<file path="src/rtl/d_cs_chien_search_core_pkg.sv">
// -----------------------------------------------------------------------------
// d_cs_chien_search_core_pkg
// Shared constants, types and GF(2^12) helpers for the Chien search core.
//   - D_CS_GF_ORDER     : field width (12)
//   - D_CS_PRIM_POLY    : x^12+x^6+x^4+x+1 with the x^12 term folded away
//   - D_CS_ALPHA        : primitive element alpha = 12'h002
//   - state_t           : FSM encoding (IDLE / SEARCH / DONE)
//   - gf_alpha_pow(e)   : alpha^e, evaluated at elaboration to build the
//                         constant multiplier columns (the alpha-power table)
// -----------------------------------------------------------------------------
package d_cs_chien_search_core_pkg;

  localparam int D_CS_GF_ORDER = 12;
  localparam int D_CS_GF_SIZE  = 1 << D_CS_GF_ORDER;  // 4096
  localparam int D_CS_GF_NZ    = D_CS_GF_SIZE - 1;    // multiplicative group order

  typedef logic [D_CS_GF_ORDER-1:0] gf_t;

  localparam gf_t D_CS_PRIM_POLY = 12'h053;
  localparam gf_t D_CS_ALPHA     = 12'h002;

  typedef enum logic [1:0] {
    ST_IDLE   = 2'd0,
    ST_SEARCH = 2'd1,
    ST_DONE   = 2'd2
  } state_t;

  // One multiply-by-alpha step: shift left, fold the overflow bit back in.
  function automatic gf_t gf_mul_alpha(gf_t a);
    return {a[D_CS_GF_ORDER-2:0], 1'b0} ^ (a[D_CS_GF_ORDER-1] ? D_CS_PRIM_POLY : '0);
  endfunction

  // General shift-and-add field multiply (only used for constant folding).
  function automatic gf_t gf_mul(gf_t a, gf_t b);
    gf_t acc = '0;
    gf_t sh  = a;
    for (int i = 0; i < D_CS_GF_ORDER; i++) begin
      if (b[i]) acc ^= sh;
      sh = gf_mul_alpha(sh);
    end
    return acc;
  endfunction

  // alpha^e by square-and-multiply; e is reduced modulo the group order.
  function automatic gf_t gf_alpha_pow(int unsigned e);
    gf_t         result = 12'h001;
    gf_t         base   = D_CS_ALPHA;
    int unsigned ex     = e % D_CS_GF_NZ;
    for (int i = 0; i < D_CS_GF_ORDER; i++) begin
      if (ex[i]) result = gf_mul(result, base);
      base = gf_mul(base, base);
    end
    return result;
  endfunction

endpackage

</file>
<file path="src/rtl/d_cs_chien_search_core_if.sv">
// -----------------------------------------------------------------------------
// d_cs_chien_search_core_if
// Locator-in / error-positions-out bundle of the Chien search core.
//   master : upstream KES + downstream correction side (drives the locator)
//   slave  : the Chien search core
// Signals:
//   i_sigma_valid / o_sigma_ready : locator handshake
//   i_sigma      : (T+1) coefficients, sigma_k at [12k+11:12k]
//   i_sigma_deg  : locator degree 0..T
//   o_err_valid / o_err_pos       : one pulse per root, bit position
//   o_done / o_err_cnt / o_fail   : end-of-search summary
// -----------------------------------------------------------------------------
interface d_cs_chien_search_core_if
  import d_cs_chien_search_core_pkg::*;
#(
  parameter int T = 14
);
  logic                             i_sigma_valid;
  logic                             o_sigma_ready;
  logic [(T+1)*D_CS_GF_ORDER-1:0]   i_sigma;
  logic [3:0]                       i_sigma_deg;
  logic                             o_err_valid;
  gf_t                              o_err_pos;
  logic                             o_done;
  logic [3:0]                       o_err_cnt;
  logic                             o_fail;

  modport master (
    output i_sigma_valid, i_sigma, i_sigma_deg,
    input  o_sigma_ready, o_err_valid, o_err_pos, o_done, o_err_cnt, o_fail
  );

  modport slave (
    input  i_sigma_valid, i_sigma, i_sigma_deg,
    output o_sigma_ready, o_err_valid, o_err_pos, o_done, o_err_cnt, o_fail
  );
endinterface

</file>
<file path="src/rtl/d_cs_chien_search_core_const_mult.sv">
// -----------------------------------------------------------------------------
// d_cs_chien_search_core_const_mult
// Multiply a GF(2^12) element by the fixed constant alpha^E.
//   din  : field element
//   dout : din * alpha^E
// Multiplication by a constant is linear over GF(2): column j of the map is
// alpha^(E+j), i.e. the result of pushing bit j through E multiply-by-alpha
// steps. The columns fold to constants, leaving a plain XOR network.
// -----------------------------------------------------------------------------
module d_cs_chien_search_core_const_mult
  import d_cs_chien_search_core_pkg::*;
#(
  parameter int unsigned E = 1
) (
  input  gf_t din,
  output gf_t dout
);

  gf_t term [D_CS_GF_ORDER];

  for (genvar j = 0; j < D_CS_GF_ORDER; j++) begin : g_col
    localparam gf_t COL = gf_alpha_pow(E + j);
    assign term[j] = din[j] ? COL : '0;
  end

  always_comb begin
    // NOTE: assign a default before accumulating so no path leaves dout unassigned (no latch).
    dout = '0;
    for (int j = 0; j < D_CS_GF_ORDER; j++) dout ^= term[j];
  end

endmodule

</file>
<file path="src/rtl/d_cs_chien_search_core.sv">
// -----------------------------------------------------------------------------
// d_cs_chien_search_core
// Serial Chien search over a shortened GF(2^12) BCH codeword.
// Accepts an error-locator polynomial, evaluates it at alpha^(4096-N+s) for
// s = 0..N-1 (one point per cycle) and pulses the bit position N-1-s of every
// root, highest position first. Finishes with root count and a fail flag
// (count != latched degree).
// Ports:
//   i_clk, i_nRESET (async, active low), i_stop_dec (sync abort, priority)
//   cs : d_cs_chien_search_core_if.slave (locator handshake and results)
// Parameters: T (correction capability), N (shortened length, 1..4095)
// Build option: define D_CS_EARLY_TERM_EN to stop the sweep as soon as the
// root count reaches the degree (degree 0 finishes without sweeping).
// -----------------------------------------------------------------------------
module d_cs_chien_search_core
  import d_cs_chien_search_core_pkg::*;
#(
  parameter int T = 14,
  parameter int N = 1024
) (
  input  logic                     i_clk,
  input  logic                     i_nRESET,
  input  logic                     i_stop_dec,
  d_cs_chien_search_core_if.slave  cs
);

  // Skipping the unused 4096-N leading positions of the full-length code.
  localparam int unsigned LOAD_SHIFT = D_CS_GF_SIZE - N;
  localparam logic [11:0] LAST_STEP  = 12'(N - 1);

  state_t      state_q, state_d;

  gf_t         r_q    [T+1];
  gf_t         r_load [T+1];
  gf_t         r_step [T+1];
  logic [11:0] s_q;
  logic [3:0]  cnt_q;
  logic [3:0]  deg_q;
  logic [3:0]  cnt_next;

  gf_t         sum;
  logic        in_search;
  logic        accept;
  logic        root;
  logic        finish;

  logic        err_valid_q, err_valid_d;
  gf_t         err_pos_q,   err_pos_d;
  logic        done_q,      done_d;
  logic [3:0]  err_cnt_q,   err_cnt_d;
  logic        fail_q,      fail_d;

  // ---------------------------------------------------------------------------
  // Constant multipliers: load pre-multiply by alpha^(k*(4096-N)) and the
  // per-step update by alpha^k.
  // ---------------------------------------------------------------------------
  for (genvar k = 0; k <= T; k++) begin : g_term
    d_cs_chien_search_core_const_mult #(.E(k * LOAD_SHIFT)) u_load (
      .din  (cs.i_sigma[D_CS_GF_ORDER*k +: D_CS_GF_ORDER]),
      .dout (r_load[k])
    );
    d_cs_chien_search_core_const_mult #(.E(k)) u_step (
      .din  (r_q[k]),
      .dout (r_step[k])
    );
  end

  // sigma evaluated at the current point.
  always_comb begin
    sum = '0;
    for (int k = 0; k <= T; k++) sum ^= r_q[k];
  end

  assign in_search = (state_q == ST_SEARCH);
  assign accept    = (state_q == ST_IDLE) && cs.i_sigma_valid && !i_stop_dec;
  assign cnt_next  = !root              ? cnt_q :
                     (cnt_q == 4'hF)    ? cnt_q : cnt_q + 4'd1;

`ifdef D_CS_EARLY_TERM_EN
  logic skip_search;
  assign skip_search = in_search && (deg_q == 4'd0);
  assign root        = in_search && !skip_search && (sum == '0);
  assign finish      = in_search &&
                       (skip_search || (s_q == LAST_STEP) || (root && (cnt_next == deg_q)));
`else
  assign root   = in_search && (sum == '0);
  assign finish = in_search && (s_q == LAST_STEP);
`endif

  // ---------------------------------------------------------------------------
  // FSM: state register
  // ---------------------------------------------------------------------------
  always_ff @(posedge i_clk or negedge i_nRESET) begin
    // NOTE: clocked state uses non-blocking assignments so every register samples pre-edge values.
    if (!i_nRESET) state_q <= ST_IDLE;
    else           state_q <= state_d;
  end

  // FSM: next state (abort overrides everything)
  always_comb begin
    state_d = state_q;
    if (i_stop_dec) begin
      state_d = ST_IDLE;
    end else begin
      unique case (state_q)
        ST_IDLE:   if (accept) state_d = ST_SEARCH;
        ST_SEARCH: if (finish) state_d = ST_DONE;
        ST_DONE:   state_d = ST_IDLE;
        default:   state_d = ST_IDLE;
      endcase
    end
  end

  // FSM: outputs (next values of the registered result outputs)
  always_comb begin
    err_valid_d = 1'b0;
    done_d      = 1'b0;
    err_pos_d   = err_pos_q;
    err_cnt_d   = err_cnt_q;
    fail_d      = fail_q;
    if (!i_stop_dec) begin
      if (root) begin
        err_valid_d = 1'b1;
        err_pos_d   = LAST_STEP - s_q;
      end
      // Same edge as a final root, so cnt_next already includes it.
      if (finish) begin
        done_d    = 1'b1;
        err_cnt_d = cnt_next;
        fail_d    = (cnt_next != deg_q);
      end
    end
  end

  assign cs.o_sigma_ready = (state_q == ST_IDLE);

  always_ff @(posedge i_clk or negedge i_nRESET) begin
    if (!i_nRESET) begin
      err_valid_q <= 1'b0;
      err_pos_q   <= '0;
      done_q      <= 1'b0;
      err_cnt_q   <= '0;
      fail_q      <= 1'b0;
    end else begin
      err_valid_q <= err_valid_d;
      err_pos_q   <= err_pos_d;
      done_q      <= done_d;
      err_cnt_q   <= err_cnt_d;
      fail_q      <= fail_d;
    end
  end

  assign cs.o_err_valid = err_valid_q;
  assign cs.o_err_pos   = err_pos_q;
  assign cs.o_done      = done_q;
  assign cs.o_err_cnt   = err_cnt_q;
  assign cs.o_fail      = fail_q;

  // ---------------------------------------------------------------------------
  // Datapath
  // ---------------------------------------------------------------------------
  // NOTE: the evaluation registers are always loaded before they are read, so they carry no reset.
  always_ff @(posedge i_clk) begin
    if (accept)         r_q <= r_load;
    else if (in_search) r_q <= r_step;
  end

  always_ff @(posedge i_clk or negedge i_nRESET) begin
    if (!i_nRESET) begin
      s_q   <= '0;
      cnt_q <= '0;
      deg_q <= '0;
    end else if (accept) begin
      s_q   <= '0;
      cnt_q <= '0;
      deg_q <= cs.i_sigma_deg;
    end else if (in_search) begin
      s_q   <= s_q + 12'd1;
      cnt_q <= cnt_next;
    end
  end

endmodule
</file>
<file path="src/flat_wrapper.sv">
// flat-port wrapper written by rule: the top's interface ports become plain ports
module d_cs_chien_search_core_flat import d_cs_chien_search_core_pkg::*;
#(
  parameter int T = 14,
  parameter int N = 1024
)
  (i_clk, i_nRESET, i_stop_dec, cs_i_sigma_valid, cs_i_sigma, cs_i_sigma_deg, cs_o_sigma_ready, cs_o_err_valid, cs_o_err_pos, cs_o_done, cs_o_err_cnt, cs_o_fail);
  d_cs_chien_search_core_if #(.T(T)) cs_i ();
  input  logic i_clk;
  input  logic i_nRESET;
  input  logic i_stop_dec;
  input wire logic [$bits(cs_i.i_sigma_valid)-1:0] cs_i_sigma_valid;
  input wire logic [$bits(cs_i.i_sigma)-1:0] cs_i_sigma;
  input wire logic [$bits(cs_i.i_sigma_deg)-1:0] cs_i_sigma_deg;
  output wire logic [$bits(cs_i.o_sigma_ready)-1:0] cs_o_sigma_ready;
  output wire logic [$bits(cs_i.o_err_valid)-1:0] cs_o_err_valid;
  output wire logic [$bits(cs_i.o_err_pos)-1:0] cs_o_err_pos;
  output wire logic [$bits(cs_i.o_done)-1:0] cs_o_done;
  output wire logic [$bits(cs_i.o_err_cnt)-1:0] cs_o_err_cnt;
  output wire logic [$bits(cs_i.o_fail)-1:0] cs_o_fail;
  assign cs_i.i_sigma_valid = cs_i_sigma_valid;
  assign cs_i.i_sigma = cs_i_sigma;
  assign cs_i.i_sigma_deg = cs_i_sigma_deg;
  assign cs_o_sigma_ready = cs_i.o_sigma_ready;
  assign cs_o_err_valid = cs_i.o_err_valid;
  assign cs_o_err_pos = cs_i.o_err_pos;
  assign cs_o_done = cs_i.o_done;
  assign cs_o_err_cnt = cs_i.o_err_cnt;
  assign cs_o_fail = cs_i.o_fail;
  d_cs_chien_search_core #(.T(T), .N(N)) u_core (.i_clk(i_clk), .i_nRESET(i_nRESET), .i_stop_dec(i_stop_dec), .cs(cs_i));
endmodule
</file>
<file path="config.mk">
export PLATFORM = sky130hd
export DESIGN_NAME = d_cs_chien_search_core_flat
export DESIGN_NICKNAME = d
export VERILOG_FILES = /design/src/rtl/d_cs_chien_search_core_pkg.sv /design/src/rtl/d_cs_chien_search_core_if.sv /design/src/rtl/d_cs_chien_search_core_const_mult.sv /design/src/rtl/d_cs_chien_search_core.sv /design/src/flat_wrapper.sv
export SDC_FILE = /design/constraint.sdc
export NUM_CORES = 1
export LEC_CHECK = 0
export ABC_AREA = 1
export CAP_MARGIN = 5
export CORE_UTILIZATION = 45
export CTS_CLUSTER_SIZE = 16
export DETAILED_ROUTE_END_ITERATION = 16
export HOLD_SLACK_MARGIN = 0.03
export PLACE_DENSITY = 0.66
export SETUP_SLACK_MARGIN = 0.1
export SYNTH_ARGS = -nofsm -noshare
export SYNTH_HDL_FRONTEND = slang
export SYNTH_SLANG_ARGS = --single-unit
</file>
<file path="constraint.sdc">
create_clock -name i_clk -period 11.75 [get_ports i_clk]
set_input_delay 3.525 -clock i_clk [delete_from_list [all_inputs] [get_ports i_clk]]
set_output_delay 3.525 -clock i_clk [all_outputs]
set_load 0.05 [all_outputs]
</file>
clk_routes.png
Scale bar: 50 um.
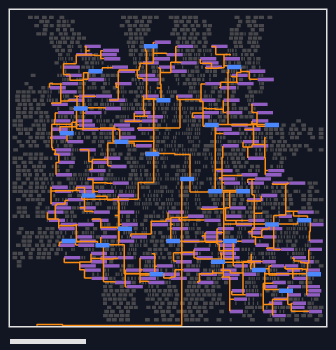
legend:
  orange:
    item: clock wires
    length: 3330 um
  purple:
    item: flip-flops
    count: 221
  blue:
    item: clock drivers
    count: 26
flops lie: widely spread
clk_lat worst skew: 0.54 ns
final clock skew: 0.0130 ns
clock power share: 0.135
P_clk: 757 uW

placement.png
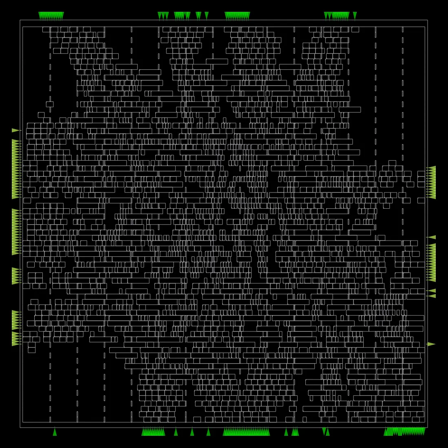
tap cell count: 532
flop share of the area: 0.292
Site Rows: 74
core area: 41200 um2

layer_met2.png
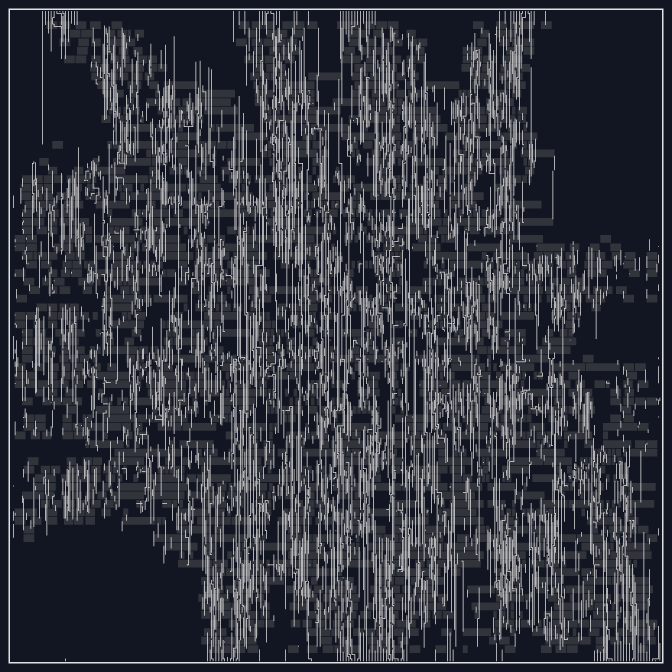
wire length on this layer: 22.5 mm
nets with wire on the layer: 2136
main direction: vertical
longest straight run: 53.4 um
WL final: 47.8 mm
routed vias: 14900
met2 GRT Util: 0.362

==> results.sh <==
# implementation run metrics
export IMPL_signal_buffers=213
export IMPL_critPathMaxFanout=75
export IMPL_fill_cells=3828
export IMPL_worst_pin_slew_ns=1.04
export IMPL_fin_area_um2=22000
export IMPL_cts_root_buf="clkbuf_16"
export IMPL_cts_sinks=221
export IMPL_fin_crit_sh=0.563
export IMPL_clock_area_frac=0.0350
export IMPL_fp_nets=2512
export IMPL_synth_top_cells_by_area="edfxtp_1 (28%), xnor2_1 (19%), xor2_1 (16%)"
export IMPL_bufAreaShareNonClock=0.0960
export IMPL_ys_area_um2=19000
export IMPL_layout_top_cells="nand2_1 (563), xnor2_1 (422), xor2_1 (344), clkdlybuf4s50_1 (206), edfxtp_1 (180)"
export IMPL_power_group_top="combinational logic"
export IMPL_grt_pass1_wl_mm=76.3
export IMPL_netSwitchingFraction=0.447
export IMPL_busiest_layer="met2"
export IMPL_synth_avg_cell_area_um2=8.19
export IMPL_startpoint="i_stop_dec"
export IMPL_grt_pass1_vias=14500
export IMPL_post_cts_setup_buffers=0
export IMPL_timing_final_ws_setup_ns=5.14
export IMPL_dpl_cell_area_um2=21200
export IMPL_fin_nets=2633
export IMPL_critPathArrivalTime_ns=6.98
export IMPL_grt_use_met1=0.304
export IMPL_n_antenna_cell=0
export IMPL_min_delay_path_class="flip-flop to flip-flop"
export IMPL_tns_ns=0
export IMPL_p_sw_uw=2510
export IMPL_stdcell_count=2991
export IMPL_ys_sh_mux=0.00105
export IMPL_p_comb_frac=0.547
export IMPL_adder_share=0.00198
export IMPL_finalSetupViolCount=0
export IMPL_rr_worst_depth=6
export IMPL_crit_path_end="u_core.r_q[15]"
export IMPL_timing_worst_setup_path_type="primary input to flip-flop"
export IMPL_warning_count=26
export IMPL_post_drt_wl_per_cell_um=16.0
export IMPL_area_delta_synth_final_pct=15.8
export IMPL_hpwlAfterDp_mm=37.2
export IMPL_finalHoldViolCount=0
export IMPL_ant_nets=0
export IMPL_status="finished, final reports clean"
Power and IR drop assume default switching activity.
